<file path="config.mk">
export PLATFORM = sky130hd
export DESIGN_NAME = servo_scheduler
export DESIGN_NICKNAME = d
export VERILOG_FILES = /design/src/rtl/servo_sched_pkg.sv /design/src/rtl/servo_tick_gen.sv /design/src/rtl/servo_scheduler.sv
export SDC_FILE = /design/constraint.sdc
export NUM_CORES = 1
export LEC_CHECK = 0
export CORE_MARGIN = 3
export CORE_UTILIZATION = 45
export DETAILED_ROUTE_END_ITERATION = 6
export DONT_BUFFER_PORTS = 1
export SLEW_MARGIN = 25
export SYNTH_ARGS = -nofsm -noshare
export SYNTH_HDL_FRONTEND = slang
export SYNTH_SLANG_ARGS = --single-unit
export TNS_END_PERCENT = 10
</file>
<file path="constraint.sdc">
create_clock -name clk -period 5.5 [get_ports clk]
set_input_delay 1.1 -clock clk [delete_from_list [all_inputs] [get_ports clk]]
set_output_delay 1.1 -clock clk [all_outputs]
set_load 0.02 [all_outputs]
</file>
<file path="src/rtl/servo_sched_pkg.sv">
// Shared constants, FSM state type and channel priority encoder for the servo scheduler.
package servo_sched_pkg;

  localparam int         NUM_CH     = 6;
  localparam int         POS_W      = 10;
  localparam int         CENTER_POS = 512;
  localparam logic [2:0] NO_CH      = 3'd7;

  typedef enum logic {WAIT, PULSE} state_t;

  // Lowest enabled channel at or above 'from'; NO_CH when none remain.
  function automatic logic [2:0] next_ch(input logic [NUM_CH-1:0] mask, input logic [2:0] from);
    logic [2:0] r;
    r = NO_CH;
    for (int i = NUM_CH - 1; i >= 0; i--) begin
      if (mask[i] && (3'(i) >= from)) r = 3'(i);
    end
    return r;
  endfunction

endpackage

</file>
<file path="src/rtl/servo_tick_gen.sv">
// Timing-tick prescaler: tick is high for one clk cycle out of every TICK_DIV.
// Combinational tick from a registered count; free-running, no backpressure.
module servo_tick_gen #(
  parameter int TICK_DIV = 16
) (
  input  logic clk,
  input  logic rst,
  output logic tick
);

  localparam int CW = (TICK_DIV > 1) ? $clog2(TICK_DIV) : 1;

  logic [CW-1:0] cnt;

  assign tick = (cnt == CW'(TICK_DIV - 1));

  always_ff @(posedge clk or posedge rst) begin
    if (rst) begin
      cnt <= '0;
    end else if (tick) begin
      cnt <= '0;
    end else begin
      cnt <= cnt + CW'(1);
    end
  end

endmodule

</file>
<file path="src/rtl/servo_scheduler.sv">
// Six-channel servo scheduler: one shared pulse counter pulses enabled channels back to back each frame.
// Registered outputs, no backpressure; define SERVO_SCHED_CLAMP_EN to clamp shadow positions to [POS_MIN, POS_MAX].
module servo_scheduler
  import servo_sched_pkg::*;
#(
  parameter int TICK_DIV    = 16,
  parameter int FRAME_TICKS = 20000,
  parameter int MIN_TICKS   = 500,
  parameter int POS_MIN     = 0,
  parameter int POS_MAX     = 1023
) (
  input  logic             clk,
  input  logic             rst,
  input  logic             wr_en,
  input  logic [2:0]       wr_ch,
  input  logic [POS_W-1:0] wr_pos,
  input  logic [5:0]       ch_en,
  output logic [5:0]       servo_out,
  output logic             frame_start,
  output logic [2:0]       active_ch,
  output logic             overrun
);

`ifdef SERVO_SCHED_CLAMP_EN
  localparam bit CLAMP_ON = 1'b1;
`else
  localparam bit CLAMP_ON = 1'b0;
`endif

  localparam int FW = $clog2(FRAME_TICKS);

  function automatic logic [POS_W-1:0] shadow_val(input logic [POS_W-1:0] pos);
    logic [POS_W-1:0] v;
    v = pos;
    if (CLAMP_ON) begin
      if (int'(v) < POS_MIN) v = POS_W'(POS_MIN);
      if (int'(v) > POS_MAX) v = POS_W'(POS_MAX);
    end
    return v;
  endfunction

  function automatic logic [11:0] width_of(input logic [POS_W-1:0] pos);
    return 12'(MIN_TICKS) + {1'b0, pos, 1'b0};
  endfunction

  logic              tick;
  logic [FW-1:0]     frame_cnt;
  logic              boundary;
  logic              wr_hit;
  logic [POS_W-1:0]  pending    [NUM_CH];
  logic [POS_W-1:0]  shadow     [NUM_CH];
  logic [POS_W-1:0]  shadow_nxt [NUM_CH];
  logic [NUM_CH-1:0] shadow_mask;
  state_t            state, state_nxt;
  logic [2:0]        ch_nxt, first_ch, after_ch;
  logic [11:0]       pulse_cnt, pulse_nxt;
  logic              ovr_nxt;

  servo_tick_gen #(.TICK_DIV(TICK_DIV)) u_tick (
    .clk  (clk),
    .rst  (rst),
    .tick (tick)
  );

  assign boundary = tick && (frame_cnt == FW'(FRAME_TICKS - 1));
  assign wr_hit   = wr_en && (wr_ch < 3'(NUM_CH));
  assign first_ch = next_ch(ch_en, 3'd0);
  assign after_ch = next_ch(shadow_mask, active_ch + 3'd1);

  // A write in the boundary cycle bypasses straight into the new frame's shadow.
  always_comb begin
    for (int i = 0; i < NUM_CH; i++) begin
      shadow_nxt[i] = shadow_val((wr_hit && (wr_ch == 3'(i))) ? wr_pos : pending[i]);
    end
  end

  // Pulse ends on the tick that would take the counter to zero, giving exactly width ticks.
  always_comb begin
    state_nxt = state;
    ch_nxt    = active_ch;
    pulse_nxt = pulse_cnt;
    ovr_nxt   = 1'b0;
    if (boundary) begin
      ovr_nxt = (state == PULSE) && !((pulse_cnt == 12'd1) && (after_ch == NO_CH));
      if (first_ch == NO_CH) begin
        state_nxt = WAIT;
        ch_nxt    = NO_CH;
      end else begin
        state_nxt = PULSE;
        ch_nxt    = first_ch;
        pulse_nxt = width_of(shadow_nxt[first_ch]);
      end
    end else if ((state == PULSE) && tick) begin
      if (pulse_cnt == 12'd1) begin
        if (after_ch == NO_CH) begin
          state_nxt = WAIT;
          ch_nxt    = NO_CH;
        end else begin
          ch_nxt    = after_ch;
          pulse_nxt = width_of(shadow[after_ch]);
        end
      end else begin
        pulse_nxt = pulse_cnt - 12'd1;
      end
    end
  end

  always_ff @(posedge clk or posedge rst) begin
    if (rst) begin
      frame_cnt   <= '0;
      shadow_mask <= '0;
      state       <= WAIT;
      active_ch   <= NO_CH;
      pulse_cnt   <= '0;
      servo_out   <= '0;
      frame_start <= 1'b0;
      overrun     <= 1'b0;
      for (int i = 0; i < NUM_CH; i++) begin
        pending[i] <= POS_W'(CENTER_POS);
        shadow[i]  <= POS_W'(CENTER_POS);
      end
    end else begin
      if (tick) frame_cnt <= boundary ? '0 : frame_cnt + FW'(1);
      if (wr_hit) pending[wr_ch] <= wr_pos;
      if (boundary) begin
        shadow      <= shadow_nxt;
        shadow_mask <= ch_en;
      end
      state       <= state_nxt;
      active_ch   <= ch_nxt;
      pulse_cnt   <= pulse_nxt;
      servo_out   <= (state_nxt == PULSE) ? (6'd1 << ch_nxt) : 6'd0;
      frame_start <= boundary;
      overrun     <= ovr_nxt;
    end
  end

endmodule
</file>
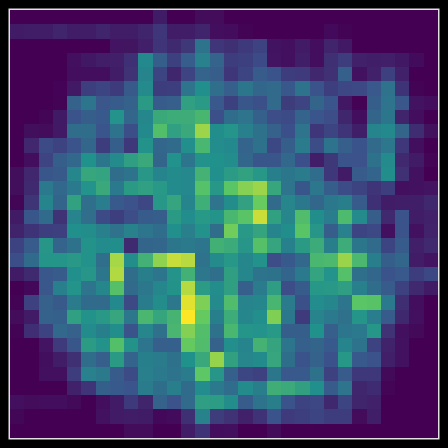
(run_1/wire_density.png)
The die is cut into 30 by 30 equal tiles; dark purple is low, yellow is high, scaled to the fullest tile. Values are wire area over tile area, all layers added.
17% of the tiles are nearly empty. The densest ninth of the die: centre. 17% of the tiles are over half the peak.
wire length after detailed routing: 27400 um
Tot GR Track Use: 25.5%
number of vias in the routed layout: 7740

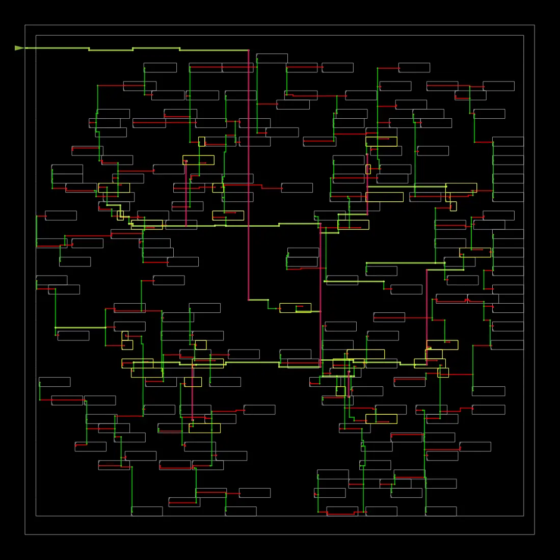
(run_1/final_clocks.png)
clock buffer count: 21
final worst clock skew: 0.00903 ns
clk pwr: 1.21 mW

==> CHANGELOG.md, run 1 <==
### Changed

* Final number of hold-violating endpoints at 0
* Count of cells along the worst register-to-register path at 13
* Hold slack final at 0.454 ns
* Power Density at roughly 300 mW/mm2
* GR met2 Demand/Resource at 38.9%
* F_max at 242 MHz
* Biggest registers after layout: pending (60), shadow (60), frame_cnt (15)
* R2R Path End: pulse_cnt[10]$_DFFE_PP0P_
* Synthesized cell area at between 0.009 and 0.01 mm2
* Proportion of cell area occupied by multi-input gates at about 46%
* Clk slew on worst S/H paths at 0.07 ns
* Kind of end point of the critical path: flop
* Multi-input combinational cell count at 776
* Largest fanout on the critical path at 9
* Hold Buf Count CTS at 0
* Number of storage elements in the synthesis netlist at 169
* Fill count at 1915
* Flop pwr share at 44.6%
* Insertion delay of the later-clocked pin in the worst-skew pair at around 0.44 ns
* Leading post-synthesis cells by cell area: sky130_fd_sc_hd__dfrtp_1 (41%), sky130_fd_sc_hd__nand2_1 (10%), sky130_fd_sc_hd__dfstp_2 (4.2%)
* Number of buffers added on ports at 0
* Std-Cell Core Area at 0.0203 mm2
* Max stage delay on crit path at ~0.63 ns
* Flip-flops with a built-in enable at 0
* Pin count of the biggest net entering global routing at 130
* Total area of multi-input combinational cells at 0.00469 mm2
* Largest area contributor in the synthesized netlist: sky130_fd_sc_hd__dfrtp_1
* FF-to-FF Start: active_ch[1]$_DFF_PP1_
* Worst-case register-to-register setup slack at 1.37 ns
* Share of flip-flops with an asynchronous set or reset after synthesis at 100%
* Warning count from the yosys run at 0
* Outcome: finished, final reports clean
* Number of global-route vias before repair at 7531
* Placement row count at 52
* Fraction of area in registers at 42.0%
* Uppermost metal layer occupied by signal nets: met4
* Number of library cell types mapped by synthesis at a little over 90
* Path type of the worst min-delay path: reg -> reg
* Setup WS pre-CTS at 1.38 ns
* Total nets after synthesis at about 1100
* Net switching power at 0.895 mW
* Hold Crit Start: shadow[29]$_DFFE_PP1P_
* Count of boundary I/O pins at 33
* Critical path buffer and inverter count at 2
* Total design power at 3.11 mW
* Max-area cell class: combinational gates
* Chip area from the yosys synthesis statistics at 0.00932 mm2
* Wire length of the first global-routing pass at 43900 um
* Post-detail-place hpwl at 18700 um
* Area growth from synthesis to final layout at 8.54%
* Number of maximum-capacitance violations at 0
* DR WL met2 at 12400 um
* AND/OR/NAND/NOR Cells, Area Fraction at roughly a quarter
* Final instance count without filler cells at 1293
* Cts repair resizes at 0
* Critical-path cell with the highest stage delay: sky130_fd_sc_hd__dfstp_2
* Kind of cell adding the most delay to the critical path: AND-OR/OR-AND gates
* Required arrival time at the worst endpoint at between 5 and 6 ns
* Met3 Wirelength at 1800 um
* Number of cells in the yosys synthesis report at between 1000 and 1500
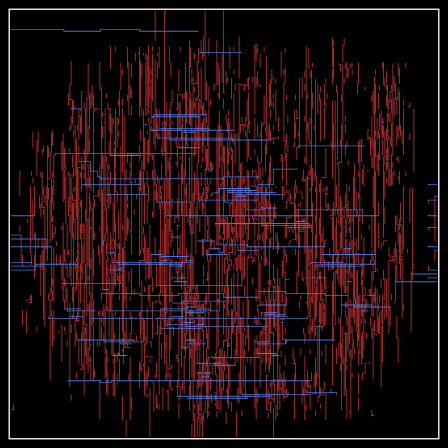
(run_1/metal_stack.png)
Two of the layers only.
Key: blue = met3 [wire length 1800 um]; red = met2 [wire length 12400 um]
per-cell routed wire length: 21.2 um

==> run 1: worst max path at each step <==
stage | from | endpoint | slack [ns] | depth (start not counted)
after floorplan | wr_ch[1] | pulse_cnt[8]$_DFFE_PP0P_ | 1.87 | 14
after global placement | ch_en[4] | pulse_cnt[8]$_DFFE_PP0P_ | 1.42 | 12
after detailed placement | ch_en[1] | pulse_cnt[6]$_DFFE_PP0P_ | 1.38 | 12
after CTS | active_ch[1]$_DFF_PP1_ | pulse_cnt[10]$_DFFE_PP0P_ | 1.42 | 13
after global routing | active_ch[1]$_DFF_PP1_ | pulse_cnt[10]$_DFFE_PP0P_ | 1.12 | 13
final | active_ch[1]$_DFF_PP1_ | pulse_cnt[10]$_DFFE_PP0P_ | 1.37 | 13
==> run_1/density.png <==
Scale bar: 50 um. The die is cut into 15 by 15 equal tiles; dark purple is low, yellow is high, 0 to 100% covered.
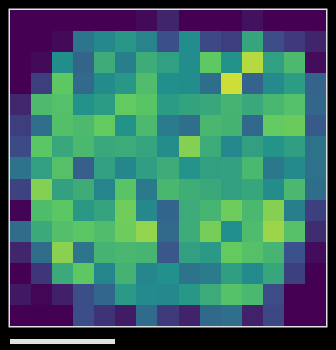

==> run 1 -> run 2 <==
clock period = 3.5 ns   (was 5.5 ns; I/O delays follow)
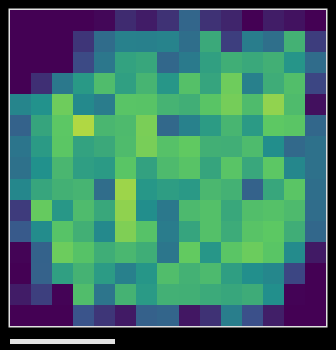
(run_2/density.png)
Scale bar: 50 um. The die is cut into 15 by 15 equal tiles; dark purple is low, yellow is high, 0 to 100% covered.
The densest ninth of the die: centre. 6.7% of the tiles are over 75% full. The emptiest ninth of the die: upper left. 11% of the tiles are nearly empty. The fullest tile reaches 88%.

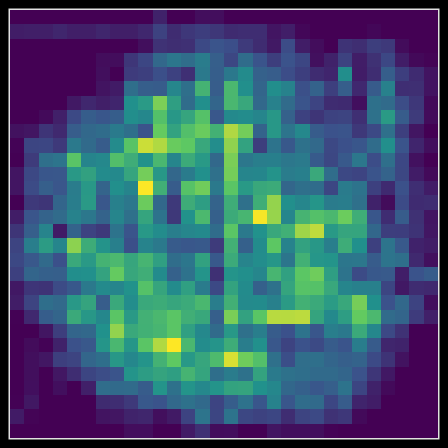
(run_2/wire_density.png)
The die is cut into 30 by 30 equal tiles; dark purple is low, yellow is high, scaled to the fullest tile. Values are wire area over tile area, all layers added.
The mean over all tiles is 0.20. The fullest tile reaches 0.65. The emptiest ninth of the die: upper left.

==> CHANGELOG.md, run 2 <==
### Changed

* First DRT Iteration DRCs at 669
* Path type of the worst min-delay path: in -> async
* Sequential share of the synthesized area at 45.6%
* Chip area from the yosys synthesis statistics at 0.00932 mm2 (unchanged)
* Number of global-route vias before repair at 7721 (+2.5%)
* Synthesized cell area at 0.00932 mm2 (unchanged)
* Commonest Layout Cell: sky130_fd_sc_hd__nand2_1
* Power Density at 464 mW/mm2 (+51%)
* Worst-case register-to-register setup slack at 0.09 ns (-1.28 ns)
* Number of cells in the yosys synthesis report at 1038 (unchanged)
* Kind of end point of the critical path: flop
* Dominant Register Cell: sky130_fd_sc_hd__dfrtp_1
* Placement row count at 52 (unchanged)
* Leading post-synthesis cells by cell area: sky130_fd_sc_hd__dfrtp_1 (41%), sky130_fd_sc_hd__nand2_1 (10%), sky130_fd_sc_hd__dfstp_2 (4.2%)
* Uppermost metal layer occupied by signal nets: met5
* Sum Neg Setup Slack at 0 ns
* Setup violations, final at 0
* R2R Path End: pulse_cnt[10]$_DFFE_PP0P_
* Worst Setup SP: active_ch[1]$_DFF_PP1_
* Cell count after placement at 1321
* Worst endpoint data arrival time at 3.78 ns
* FF-to-FF Start: active_ch[1]$_DFF_PP1_
* Count of boundary I/O pins at 33 (unchanged)
* Cell breakdown of the critical path: inv_1, ha_4, or3_1, a32oi_2, o22a_2, buf_12, a221oi_1, o22ai_1, ha_2, inv_1, o211a_1, a2111o_1, nand3_1, o221a_1
* Outcome: finished, final reports clean
* Largest area contributor in the synthesized netlist: sky130_fd_sc_hd__dfrtp_1
* F_max at 293 MHz (+21%)
* Ant diodes at 0
* Number of antenna violations at the first check in global routing at 1
* Wire length of the first global-routing pass at 44200 um (+0.80%)
* Floorplan core density at 45.9%
* Insertion delay of the later-clocked pin in the worst-skew pair at 0.43 ns (about the same)
* Part of the total power dissipated in the clock network at 37.8%
* Biggest registers after layout: pending (60), shadow (60), frame_cnt (15)
* Hold Buf Count CTS at 0 (unchanged)
* Number of library cell types mapped by synthesis at 91 (unchanged)
* Met3 Wirelength at 1720 um (-4.8%)
* Detail-routed via count per cell at 5.84
* Hold slack final at 0.287 ns (-0.167 ns)
* Pin count of the biggest net entering global routing at 86 (-34%)
* Critical path buffer and inverter count at 3 (+1)
* Number of buffers added on ports at 0 (unchanged)
* Warning count from the yosys run at 0 (unchanged)
* Count of cells along the worst register-to-register path at 14 (+1)
* Setup WS pre-CTS at -0.0620 ns (-1.44 ns)
* Critical-path cell with the highest stage delay: sky130_fd_sc_hd__dfstp_2
* Post-detail-place hpwl at 20000 um (+7.2%)
* Flip-flops with a built-in enable at 0 (unchanged)
* Clock Tree Buf Depth at 2
* Die span in y at 150 um
* Largest fanout on the critical path at 7 (-2)
* Global-route layer with the greatest usage: met2
* Area growth from synthesis to final layout at 15.6%
* Flop pwr share at 43.6% (-1.0 points)
* Number of warning messages in the logs at 29
* Wire length after detailed routing at 28100 um (+2.4%)
* Post-CTS setup-driven buffer insertion count at 0
* IR drop worst, VDD at around 270 uV
* GR met2 Demand/Resource at 40.7% (+1.8 points)
* Per-cell routed wire length at 20.6 um (-2.8%)
* Cycle use final at 97.4%
* Levels on crit path at 14 (+1)
* Share of flip-flops with an asynchronous set or reset after synthesis at 100% (unchanged)
* Total area of multi-input combinational cells at 0.00476 mm2 (+1.7%)
* Required arrival time at the worst endpoint at 3.87 ns (-2.01 ns)
* Capture point of the worst path: pulse_cnt[10]$_DFFE_PP0P_
* Fraction of synthesized cell area taken by the top area cell type at 41.3%
* Cts repair resizes at 1 (+1)
* Final instance count without filler cells at 1363 (+5.4%)
* Final worst clock skew at 0.0121 ns (+0.00303 ns)
* Fill count at 1903 (-0.63%)
* Tot GR Track Use at 25.5% (about the same)
* Number of maximum-capacitance violations at 0 (unchanged)
* TritonCTS clock tree: built
* Number of storage elements in the synthesis netlist at 169 (unchanged)
* Std-Cell Core Area at 0.0203 mm2 (unchanged)
* Number of vias in the routed layout at 7960 (+2.8%)
* DR WL met2 at 13100 um (+5.2%)
* Max stage delay on crit path at 0.56 ns (-0.07 ns)
* Kind of cell adding the most delay to the critical path: AND-OR/OR-AND gates
* Clk slew on worst S/H paths at 0.07 ns (about the same)
* Total die size at approximately 0.022 mm2
* Total nets after synthesis at 1069 (unchanged)
* Final number of hold-violating endpoints at 0 (unchanged)
* ANT nets after route at 0
* Worst Slack Setup Final at 0.0922 ns
* Net switching power at 1.48 mW (+65%)
* Congestion Overflow GR at 0
* Total design power at 4.99 mW (+60%)
run 2: final cells by class:
cell class / instances / share of cell area, %
clock buffer: 18 / 4.08
inverter: 27 / 0.987
sequential: 169 / 39.4
tap: 270 / 3.14
timing repair buffer: 89 / 6.83
clock inverter: 14 / 1.32
multi-input combinational: 776 / 44.2
run 2: cell families after synthesis:
group | share of synthesized area, %
AND-OR/OR-AND | 16.8
AND/OR/NAND/NOR | 23.5
flip-flops | 45.6
adder cells (fa/ha/maj) | 1.21
buffers and inverters | 4.52
multiplexers | 5.16
XOR/XNOR | 3.21
run 2: power groups by stage:
stage,sequential [mW],combinational [mW],clock (mW)
detailed placement,2.21,0.878,0
global route,2.19,1.02,1.99
global placement,2.21,0.870,0
floorplan,2.19,0.623,0
CTS,2.17,0.883,1.91
finish,2.18,0.929,1.89
==> run_2/final_clocks.png <==
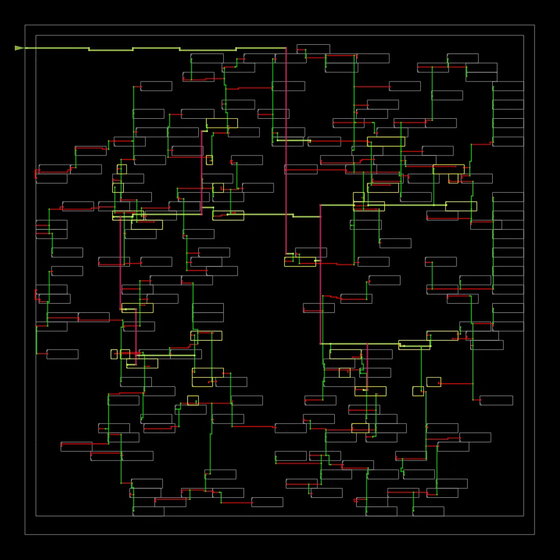

==> run 2 -> run 3 <==
CORE_UTILIZATION = 40   (was 45)
SLEW_MARGIN = unset   (was 25)
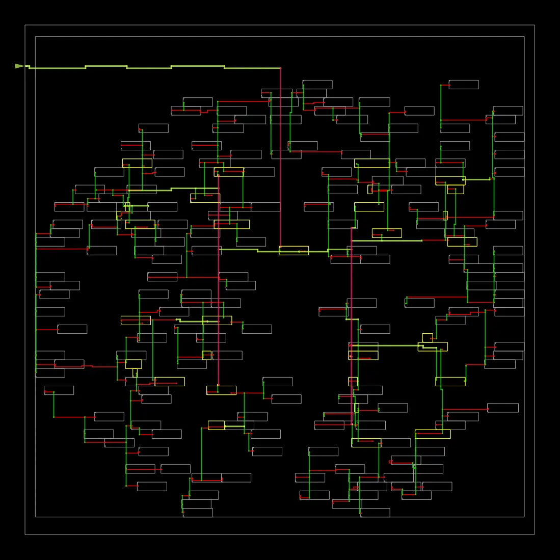
(run_3/final_clocks.png)
insertion delay of the later-clocked pin in the worst-skew pair: 0.44 ns
number of sequential cells: 169
CTS Buf Count: 17
clock buffer count: 26
final worst clock skew: 0.0134 ns

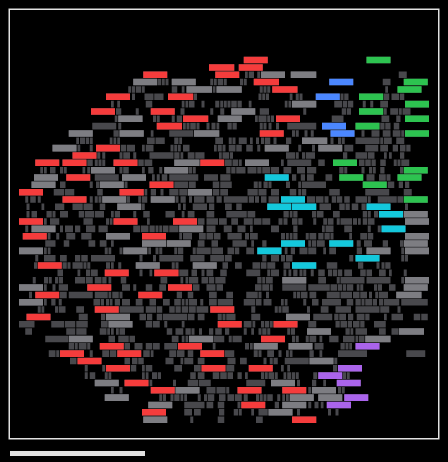
(run_3/registers.png)
Scale bar: 50 um. Other sequential cells in the stronger grey, the rest of the logic in the fainter grey.
Key: green = frame_cnt [flops 15, where upper right]; blue = u_tick.cnt [flops 4, where upper right]; purple = shadow_mask [flops 6, where lower right]; cyan = pulse_cnt [flops 12]; red = pending [flops 60]
Another 72 sequential cells are not coloured.

==> CHANGELOG.md, run 3 <==
### Changed

* ANT nets after route at 0 (unchanged)
* Warning count from the yosys run at 0 (unchanged)
* Worst Slack Setup Final at 0.127 ns (+0.0347 ns)
* AND-OR/OR-AND Cells, Area Fraction at 16.8% (unchanged)
* Ant diodes at 0 (unchanged)
* R2R Path End: pulse_cnt[10]$_DFFE_PP0P_
* Critical path buffer and inverter count at 3 (unchanged)
* Power Density at 467 mW/mm2 (+0.82%)
* Total area of multi-input combinational cells at 0.00476 mm2 (about the same)
* Uppermost metal layer occupied by signal nets: met4
* Congestion Overflow GR at 0 (unchanged)
* Detail-routed via count per cell at 5.79 (-0.93%)
* Outcome: finished, final reports clean
* Net switching power at 1.39 mW (-5.8%)
* Final instance count without filler cells at 1408 (+3.3%)
* Fraction of synthesized cell area taken by the top area cell type at 41.3% (unchanged)
* Top comb family, area: simple AND/OR/NAND/NOR gates
* Number of storage elements in the synthesis netlist at 169 (unchanged)
* Max stage delay on crit path at 0.60 ns (+0.04 ns)
* Worst Setup SP: active_ch[0]$_DFF_PP1_
* TritonCTS clock tree: built
* Total die size at 0.0252 mm2 (+12%)
* Clock buf/inv share at 5.56% (+0.16 points)
* Fraction of area in registers at 39.2% (-0.26 points)
* Mux contribution to synthesized area at 5.16% (unchanged)
* Total design power at 5.07 mW (+1.5%)
* Capture point of the worst path: pulse_cnt[10]$_DFFE_PP0P_
* IR drop worst, VDD at 254 uV (-5.9%)
* Chip area from the yosys synthesis statistics at 0.00932 mm2 (unchanged)
* Post-detail-place hpwl at 20700 um (+3.5%)
* Cycle use final at 96.4% (-0.99 points)
* AND/OR/NAND/NOR Cells, Area Fraction at 23.5% (unchanged)
* Final number of hold-violating endpoints at 0 (unchanged)
* GR met2 Demand/Resource at 35.2% (-5.5 points)
* Inverter count at 27 (unchanged)
* Kind of cell adding the most delay to the critical path: AND-OR/OR-AND gates
* Power of the sequential group at 2.18 mW (about the same)
* Share of flip-flops with an asynchronous set or reset after synthesis at 100% (unchanged)
* Tot GR Track Use at 23.1% (-2.4 points)
* Fill count at 2138 (+12%)
* Relative area of non-clock buffer cells in the final design at 6.80% (-0.034 points)
* Std-Cell Core Area at 0.0228 mm2 (+12%)
* Cell count after placement at 1364 (+3.3%)
* Flip-flops with a built-in enable at 0 (unchanged)
* Fraction of synthesized cell area in xor and xnor cells at 3.21% (unchanged)
* Top power group: sequential cells
* Number of buffers added on ports at 0 (unchanged)
* Worst endpoint data arrival time at 3.74 ns (-0.04 ns)
* Wire length of the first global-routing pass at 44600 um (+0.78%)
* Number of antenna violations at the first check in global routing at 0 (-1)
* Tap cell count at 313 (+16%)
* Met3 Wirelength at 1950 um (+14%)
* FF-to-FF Start: active_ch[0]$_DFF_PP1_
* Commonest Layout Cell: sky130_fd_sc_hd__nand2_1
* Clock Tree Buf Depth at 2 (unchanged)
* Levels on crit path at 13 (-1)
* DR WL met2 at 12800 um (-2.1%)
* Sum Neg Setup Slack at 0 ns (unchanged)
* Number of maximum-capacitance violations at 0 (unchanged)
* Area share of fa/ha/maj cells after synthesis at 1.21% (unchanged)
* Total nets after synthesis at 1069 (unchanged)
* Wire length after detailed routing at 28300 um (+1.0%)
* Max-area cell class: combinational gates
* Count of cells along the worst register-to-register path at 13 (-1)
* Setup WS pre-CTS at -0.0397 ns (+0.0223 ns)
* Kind of end point of the critical path: flop
* Floorplan core density at 40.9% (-5.0 points)
* Biggest registers after layout: pending (60), shadow (60), frame_cnt (15)
* Clk slew on worst S/H paths at 0.07 ns (about the same)
* Cts repair resizes at 3 (+2)
* Setup violations, final at 0 (unchanged)
* Worst-case register-to-register setup slack at 0.13 ns (+0.03 ns)
* Clk pwr at 1.97 mW (+4%)
* Die span in y at 159 um (+5.8%)
* Number of global-route vias before repair at 7734 (+0.17%)
* Number of library cell types mapped by synthesis at 91 (unchanged)
* Area growth from synthesis to final layout at 16.4%
* Part of the total power dissipated in the clock network at 38.8% (+1.0 points)
* Sequential share of the synthesized area at 45.6% (unchanged)
* Number of cells in the yosys synthesis report at 1038 (unchanged)
* Count of non-CTS buffers in the layout at 91 (+2.2%)
* Power in combinational cells at 0.925 mW (-0.4%)
==> run 3: worst min path at each step <==
| stage | cells past startpoint | to | slack [ns] |
|---|---|---|---|
| 2_1_floorplan | 2 | shadow[33]$_DFFE_PP0P_ | 0.43 |
| 3_3_place_gp | 2 | shadow[33]$_DFFE_PP0P_ | 0.44 |
| 3_5_place_dp | 2 | shadow[39]$_DFFE_PP1P_ | 0.45 |
| 4_1_cts | 1 | pending[20]$_DFFE_PP0P_ | 0.18 |
| 5_1_grt | 1 | pending[20]$_DFFE_PP0P_ | 0.20 |
| 6_report | 1 | pending[50]$_DFFE_PP0P_ | 0.17 |
Power is estimated from default activity; no workload was simulated.
